===== config.mk =====
export PLATFORM = sky130hd
export DESIGN_NAME = smc_loop_scheduler_flat
export DESIGN_NICKNAME = d
export VERILOG_FILES = /design/src/rtl/smc_loop_scheduler_if.sv /design/src/rtl/smc_loop_scheduler.sv /design/src/flat_wrapper.sv
export SDC_FILE = /design/constraint.sdc
export NUM_CORES = 1
export LEC_CHECK = 0
export CORE_UTILIZATION = 46
export DETAILED_ROUTE_END_ITERATION = 10
export HOLD_SLACK_MARGIN = 0.06
export PLACE_DENSITY = 0.9
export SLEW_MARGIN = 20
export SYNTH_ARGS = -nofsm -noshare
export SYNTH_HDL_FRONTEND = slang
export SYNTH_SLANG_ARGS = --single-unit
export TNS_END_PERCENT = 10

===== constraint.sdc =====
create_clock -name clk -period 5.2 [get_ports clk]
set_clock_uncertainty 0.2 [all_clocks]
set_input_delay 1.04 -clock clk [delete_from_list [all_inputs] [get_ports clk]]
set_output_delay 1.04 -clock clk [all_outputs]
set_load 0.03 [all_outputs]

===== src/rtl/smc_loop_scheduler_if.sv =====
// Sensor, datapath and actuator signals between the SMC loop scheduler and its environment.
interface smc_loop_scheduler_if;
    logic        sens_req;
    logic        sens_ack;
    logic [31:0] theta_in;
    logic [31:0] dtheta_in;
    logic [31:0] theta_o;
    logic [31:0] dtheta_o;
    logic        start;
    logic [15:0] u_in;
    logic        cmd_valid;
    logic        cmd_ready;
    logic [15:0] cmd_u;

    modport master (
        output sens_req, theta_o, dtheta_o, start, cmd_valid, cmd_u,
        input  sens_ack, theta_in, dtheta_in, u_in, cmd_ready
    );

    modport slave (
        input  sens_req, theta_o, dtheta_o, start, cmd_valid, cmd_u,
        output sens_ack, theta_in, dtheta_in, u_in, cmd_ready
    );
endinterface


===== src/rtl/smc_loop_scheduler.sv =====
// Control-period sequencer for the combinational sliding-mode controller datapath:
// tick -> sample -> settle -> capture/saturate u -> hand command to the actuator.
module smc_loop_scheduler #(
    parameter int PERIOD = 50000,
    parameter int SETTLE = 8,
    parameter int U_MAX  = 2000,
    parameter int WDOG   = 1000
) (
    input  logic                        clk,
    input  logic                        rst,
    input  logic                        enable,
    smc_loop_scheduler_if.master        bus,
    output logic                        sat,
    output logic                        overrun,
    output logic                        fault
);
    localparam int TW = (PERIOD > 1) ? $clog2(PERIOD) : 1;
    localparam logic [TW-1:0]      L_TMAX   = TW'(PERIOD - 1);
    localparam logic [15:0]        L_WDLAST = 16'(WDOG - 1);
    localparam logic [15:0]        L_STLAST = 16'(SETTLE - 1);
    localparam logic signed [15:0] L_UPOS   = 16'(U_MAX);
    localparam logic signed [15:0] L_UNEG   = 16'(-U_MAX);

    localparam logic [2:0] S_IDLE   = 3'd0;
    localparam logic [2:0] S_WAIT   = 3'd1;
    localparam logic [2:0] S_SAMPLE = 3'd2;
    localparam logic [2:0] S_SETTLE = 3'd3;
    localparam logic [2:0] S_LATCH  = 3'd4;
    localparam logic [2:0] S_ISSUE  = 3'd5;
    localparam logic [2:0] S_FAULT  = 3'd6;

    logic [2:0]         r_state;
    logic [2:0]         w_next;
    logic [TW-1:0]      r_timer;
    logic [15:0]        r_cnt;
    logic               r_sens_req;
    logic               r_start;
    logic               r_cmd_valid;
    logic               r_sat;
    logic               r_overrun;
    logic               r_fault;
    logic [31:0]        r_theta;
    logic [31:0]        r_dtheta;
    logic [15:0]        r_cmd_u;
    logic               w_run;
    logic               w_tick;
    logic               w_busy;
    logic               w_u_hi;
    logic               w_u_lo;
    logic signed [15:0] w_u;
    logic signed [15:0] w_u_clamped;

    assign w_run  = (r_state != S_IDLE) && (r_state != S_FAULT);
    assign w_tick = w_run && (r_timer == L_TMAX);
    assign w_busy = (r_state == S_SAMPLE) || (r_state == S_SETTLE) ||
                    (r_state == S_LATCH)  || (r_state == S_ISSUE);

    assign w_u         = bus.u_in;
    assign w_u_hi      = w_u > L_UPOS;
    assign w_u_lo      = w_u < L_UNEG;
    assign w_u_clamped = w_u_hi ? L_UPOS : (w_u_lo ? L_UNEG : w_u);

    // A sample ack always wins over a watchdog expiry in the same cycle.
    always_comb begin
        w_next = r_state;
        case (r_state)
            S_IDLE:   if (enable) w_next = S_WAIT;
            S_WAIT: begin
                if (!enable)     w_next = S_IDLE;
                else if (w_tick) w_next = S_SAMPLE;
            end
            S_SAMPLE: begin
                if (bus.sens_ack)           w_next = S_SETTLE;
                else if (r_cnt == L_WDLAST) w_next = S_FAULT;
            end
            S_SETTLE: if (r_cnt == L_STLAST) w_next = S_LATCH;
            S_LATCH:  w_next = S_ISSUE;
            S_ISSUE:  if (bus.cmd_ready) w_next = enable ? S_WAIT : S_IDLE;
            S_FAULT:  if (!enable) w_next = S_IDLE;
            default:  w_next = S_IDLE;
        endcase
    end

    always_ff @(posedge clk or posedge rst) begin
        if (rst) begin
            r_state     <= S_IDLE;
            r_timer     <= '0;
            r_cnt       <= '0;
            r_sens_req  <= 1'b0;
            r_start     <= 1'b0;
            r_cmd_valid <= 1'b0;
            r_sat       <= 1'b0;
            r_overrun   <= 1'b0;
            r_fault     <= 1'b0;
            r_theta     <= '0;
            r_dtheta    <= '0;
            r_cmd_u     <= '0;
        end else begin
            r_state <= w_next;

            // Timer reads 0 in IDLE/FAULT so the first WAIT_TICK cycle starts a full period.
            if (!w_run || (w_next == S_IDLE) || (w_next == S_FAULT))
                r_timer <= '0;
            else if (r_timer == L_TMAX)
                r_timer <= '0;
            else
                r_timer <= r_timer + TW'(1);

            if (w_next != r_state)
                r_cnt <= '0;
            else if ((r_state == S_SAMPLE) || (r_state == S_SETTLE))
                r_cnt <= r_cnt + 16'd1;

            r_sens_req  <= (w_next == S_SAMPLE);
            r_start     <= (r_state == S_SETTLE) && (w_next == S_LATCH);
            r_cmd_valid <= (w_next == S_ISSUE);

            if ((r_state == S_SAMPLE) && bus.sens_ack) begin
                r_theta  <= bus.theta_in;
                r_dtheta <= bus.dtheta_in;
            end

            if (r_state == S_LATCH) begin
                r_cmd_u <= w_u_clamped;
                r_sat   <= w_u_hi || w_u_lo;
            end else if ((r_state == S_SAMPLE) && (w_next == S_FAULT)) begin
                r_cmd_u <= '0;
            end

            if ((r_state == S_SAMPLE) && (w_next == S_FAULT))
                r_fault <= 1'b1;
            else if ((r_state == S_FAULT) && (w_next == S_IDLE))
                r_fault <= 1'b0;

            if ((r_state == S_FAULT) && (w_next == S_IDLE))
                r_overrun <= 1'b0;
            else if (w_tick && w_busy)
                r_overrun <= 1'b1;
        end
    end

    assign bus.sens_req  = r_sens_req;
    assign bus.theta_o   = r_theta;
    assign bus.dtheta_o  = r_dtheta;
    assign bus.start     = r_start;
    assign bus.cmd_valid = r_cmd_valid;
    assign bus.cmd_u     = r_cmd_u;
    assign sat           = r_sat;
    assign overrun       = r_overrun;
    assign fault         = r_fault;
endmodule


===== src/flat_wrapper.sv =====
// flat-port wrapper written by rule: the top's interface ports become plain ports
module smc_loop_scheduler_flat 
#(
    parameter int PERIOD = 50000,
    parameter int SETTLE = 8,
    parameter int U_MAX  = 2000,
    parameter int WDOG   = 1000
)
  (clk, rst, enable, sat, overrun, fault, bus_sens_req, bus_theta_o, bus_dtheta_o, bus_start, bus_cmd_valid, bus_cmd_u, bus_sens_ack, bus_theta_in, bus_dtheta_in, bus_u_in, bus_cmd_ready);
  smc_loop_scheduler_if bus_i ();
  input  logic clk;
  input  logic rst;
  input  logic enable;
  output logic sat;
  output logic overrun;
  output logic fault;
  output wire logic [$bits(bus_i.sens_req)-1:0] bus_sens_req;
  output wire logic [$bits(bus_i.theta_o)-1:0] bus_theta_o;
  output wire logic [$bits(bus_i.dtheta_o)-1:0] bus_dtheta_o;
  output wire logic [$bits(bus_i.start)-1:0] bus_start;
  output wire logic [$bits(bus_i.cmd_valid)-1:0] bus_cmd_valid;
  output wire logic [$bits(bus_i.cmd_u)-1:0] bus_cmd_u;
  input wire logic [$bits(bus_i.sens_ack)-1:0] bus_sens_ack;
  input wire logic [$bits(bus_i.theta_in)-1:0] bus_theta_in;
  input wire logic [$bits(bus_i.dtheta_in)-1:0] bus_dtheta_in;
  input wire logic [$bits(bus_i.u_in)-1:0] bus_u_in;
  input wire logic [$bits(bus_i.cmd_ready)-1:0] bus_cmd_ready;
  assign bus_sens_req = bus_i.sens_req;
  assign bus_theta_o = bus_i.theta_o;
  assign bus_dtheta_o = bus_i.dtheta_o;
  assign bus_start = bus_i.start;
  assign bus_cmd_valid = bus_i.cmd_valid;
  assign bus_cmd_u = bus_i.cmd_u;
  assign bus_i.sens_ack = bus_sens_ack;
  assign bus_i.theta_in = bus_theta_in;
  assign bus_i.dtheta_in = bus_dtheta_in;
  assign bus_i.u_in = bus_u_in;
  assign bus_i.cmd_ready = bus_cmd_ready;
  smc_loop_scheduler #(.PERIOD(PERIOD), .SETTLE(SETTLE), .U_MAX(U_MAX), .WDOG(WDOG)) u_core (.clk(clk), .rst(rst), .enable(enable), .bus(bus_i), .sat(sat), .overrun(overrun), .fault(fault));
endmodule

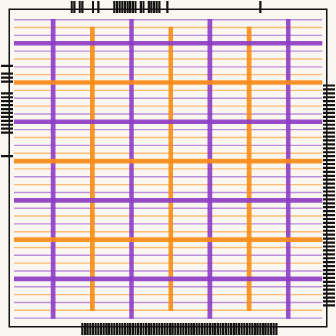
(images/power_grid.png)
Pins as bars on the die edge.
| colour | net |
|---|---|
| orange | VDD |
| purple | VSS |
met4 straps: 7
met1 rails: 39

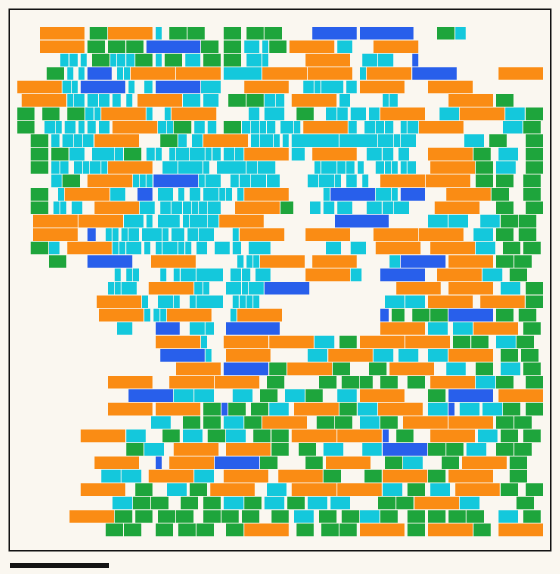
(images/placement_by_type.png)
Bar = 20 um.
| colour | class | cells |
|---|---|---|
| cyan | combinational and other logic | 309 |
| orange | sequential cells | 121 |
| green | remaining buffers and delay cells | 173 |
| blue | clock drivers and dummy loads | 32 |

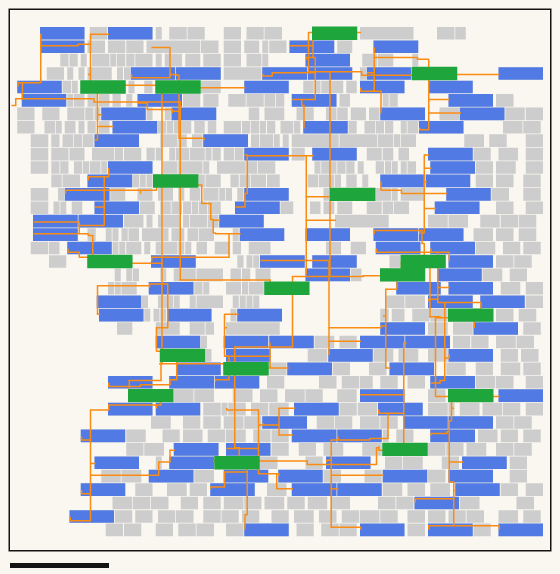
(images/clk_routes.png)
Bar = 20 um.
[blue] flip-flops | count: 121
[green] clock drivers | count: 17
[orange] clock wires | length: 1510 um
routed clock nets: 18
flops lie: spread over the die

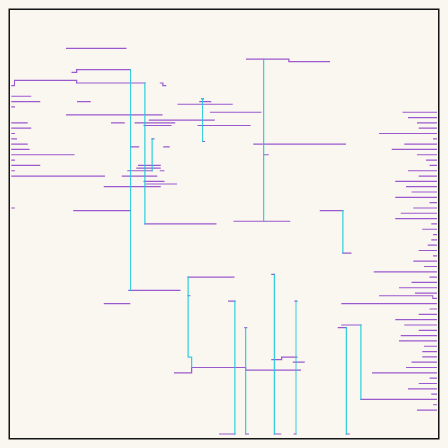
(images/wires.png)
Two of the layers only.
| colour | layer | wire length |
|---|---|---|
| cyan | metal 4 | 370 um |
| purple | metal 3 | 876 um |

==> flow_summary.toml <==
# implementation run metrics
[outcome]
outcome = "finished, final reports clean"

[floorplanning]
tapCellCount = 140
core_region_area_sq_mm = 0.0110
die_y_um = 109
placementRows = 38
die_area_sq_mm = 0.0120

[power]
power.density_cell_area_mw_per_mm2 = 359
power_switching_mw = 0.726
comb_power_share = 0.178
vdd_ir_drop_max_mv = 0.354
switching_share = 0.261
seq_power_share = 0.379
comb_power_mw = 0.496
total_power_mw = 2.79
power_attributed_to_the_clock_group_mw = 1.24

[global_route]
grt_util_met1 = 0.258
vias_in_the_first_global_route = 4287
grt.overflow.total = 0

[sta]
drv_slew = 0
fin_tns_setup_ns = 0
worst_slew_margin_rel = 0.450
timing.hold.ws_ns = 0.268
grt_setup_unrepaired = "no"
setup_ws_ns = 1.95
fin_crit_ns = 3.25
max_slew.worst_pin.slew_ns = 0.823

[flow_run]
log.warning_count = 26

[synth]
ys_sh_xor = 0.0492
synth.comb.largest_family = "simple AND/OR/NAND/NOR gates"
unique_masters_post_synth = 49
yosys_chip_area_sq_mm = 0.00531
netlist.top_cell.by_instances = "sky130_fd_sc_hd__dfrtp_1"
yosys.area.top_type = "sky130_fd_sc_hd__dfrtp_1"
post_synth_main_area_contributors = "sky130_fd_sc_hd__dfrtp_1 (57%), sky130_fd_sc_hd__mux2_2 (14%), sky130_fd_sc_hd__nand2_1 (3.0%)"
yosys.area_share.simple = 0.146
synth_largest_type_area_fraction = 0.570
yosysWarnings = 0
synth.mux.area_fraction = 0.140
syn_area_per_cell_sq_um = 11.9

[drt]
route.layer.met1.wl_um = 5040
drt_first_iter_violations = 268
drtPass1Iterations = 4
met3_length_um = 875
wl_final_um = 13200
vias = 4117
avgRoutedWirePerCell_um = 17.0
met2RoutedLength_um = 6900

[cells_and_area]
design.final.nets = 710
layout.filler_cells = 764
area_share_clock_buf_inv = 0.0804
final_instance_count_without_filler_cells = 775
bufAreaShareNonClock = 0.222
inverters_excl_clock = 11
final.signal_buffer_count = 173
syn_to_final_growth_pct = 46.3
post_layout_utilization_of_the_core = 0.704
layout.cells.largest_class = "sequential cells"
comb_cells = 298
fin_area_sq_mm = 0.00777

[place]
routabilityCongestion = 0.853
detailedPlace.worstSlack_ns = 1.60
placement.cell_area_sq_mm = 0.00714
io_buffers = 170

[clock_tree]
cts.clk_slew.worst_paths_ns = 0.05
cts_num_sinks = 121
post_cts_hold_buffer_count = 0
clock_latency_ns = 0.42
cts-root-to-sink-buffers = 2

[setup_path]
worst_setup_path_startpoint = "enable"
reg2reg_setup_slack_ns = 1.97
crit-reg2reg-launch = "u_core.r_cnt[0]"
largest_incremental_delay_on_the_critical_path_ns = 0.76

[worst_hold_path]
holdPathStages = 1
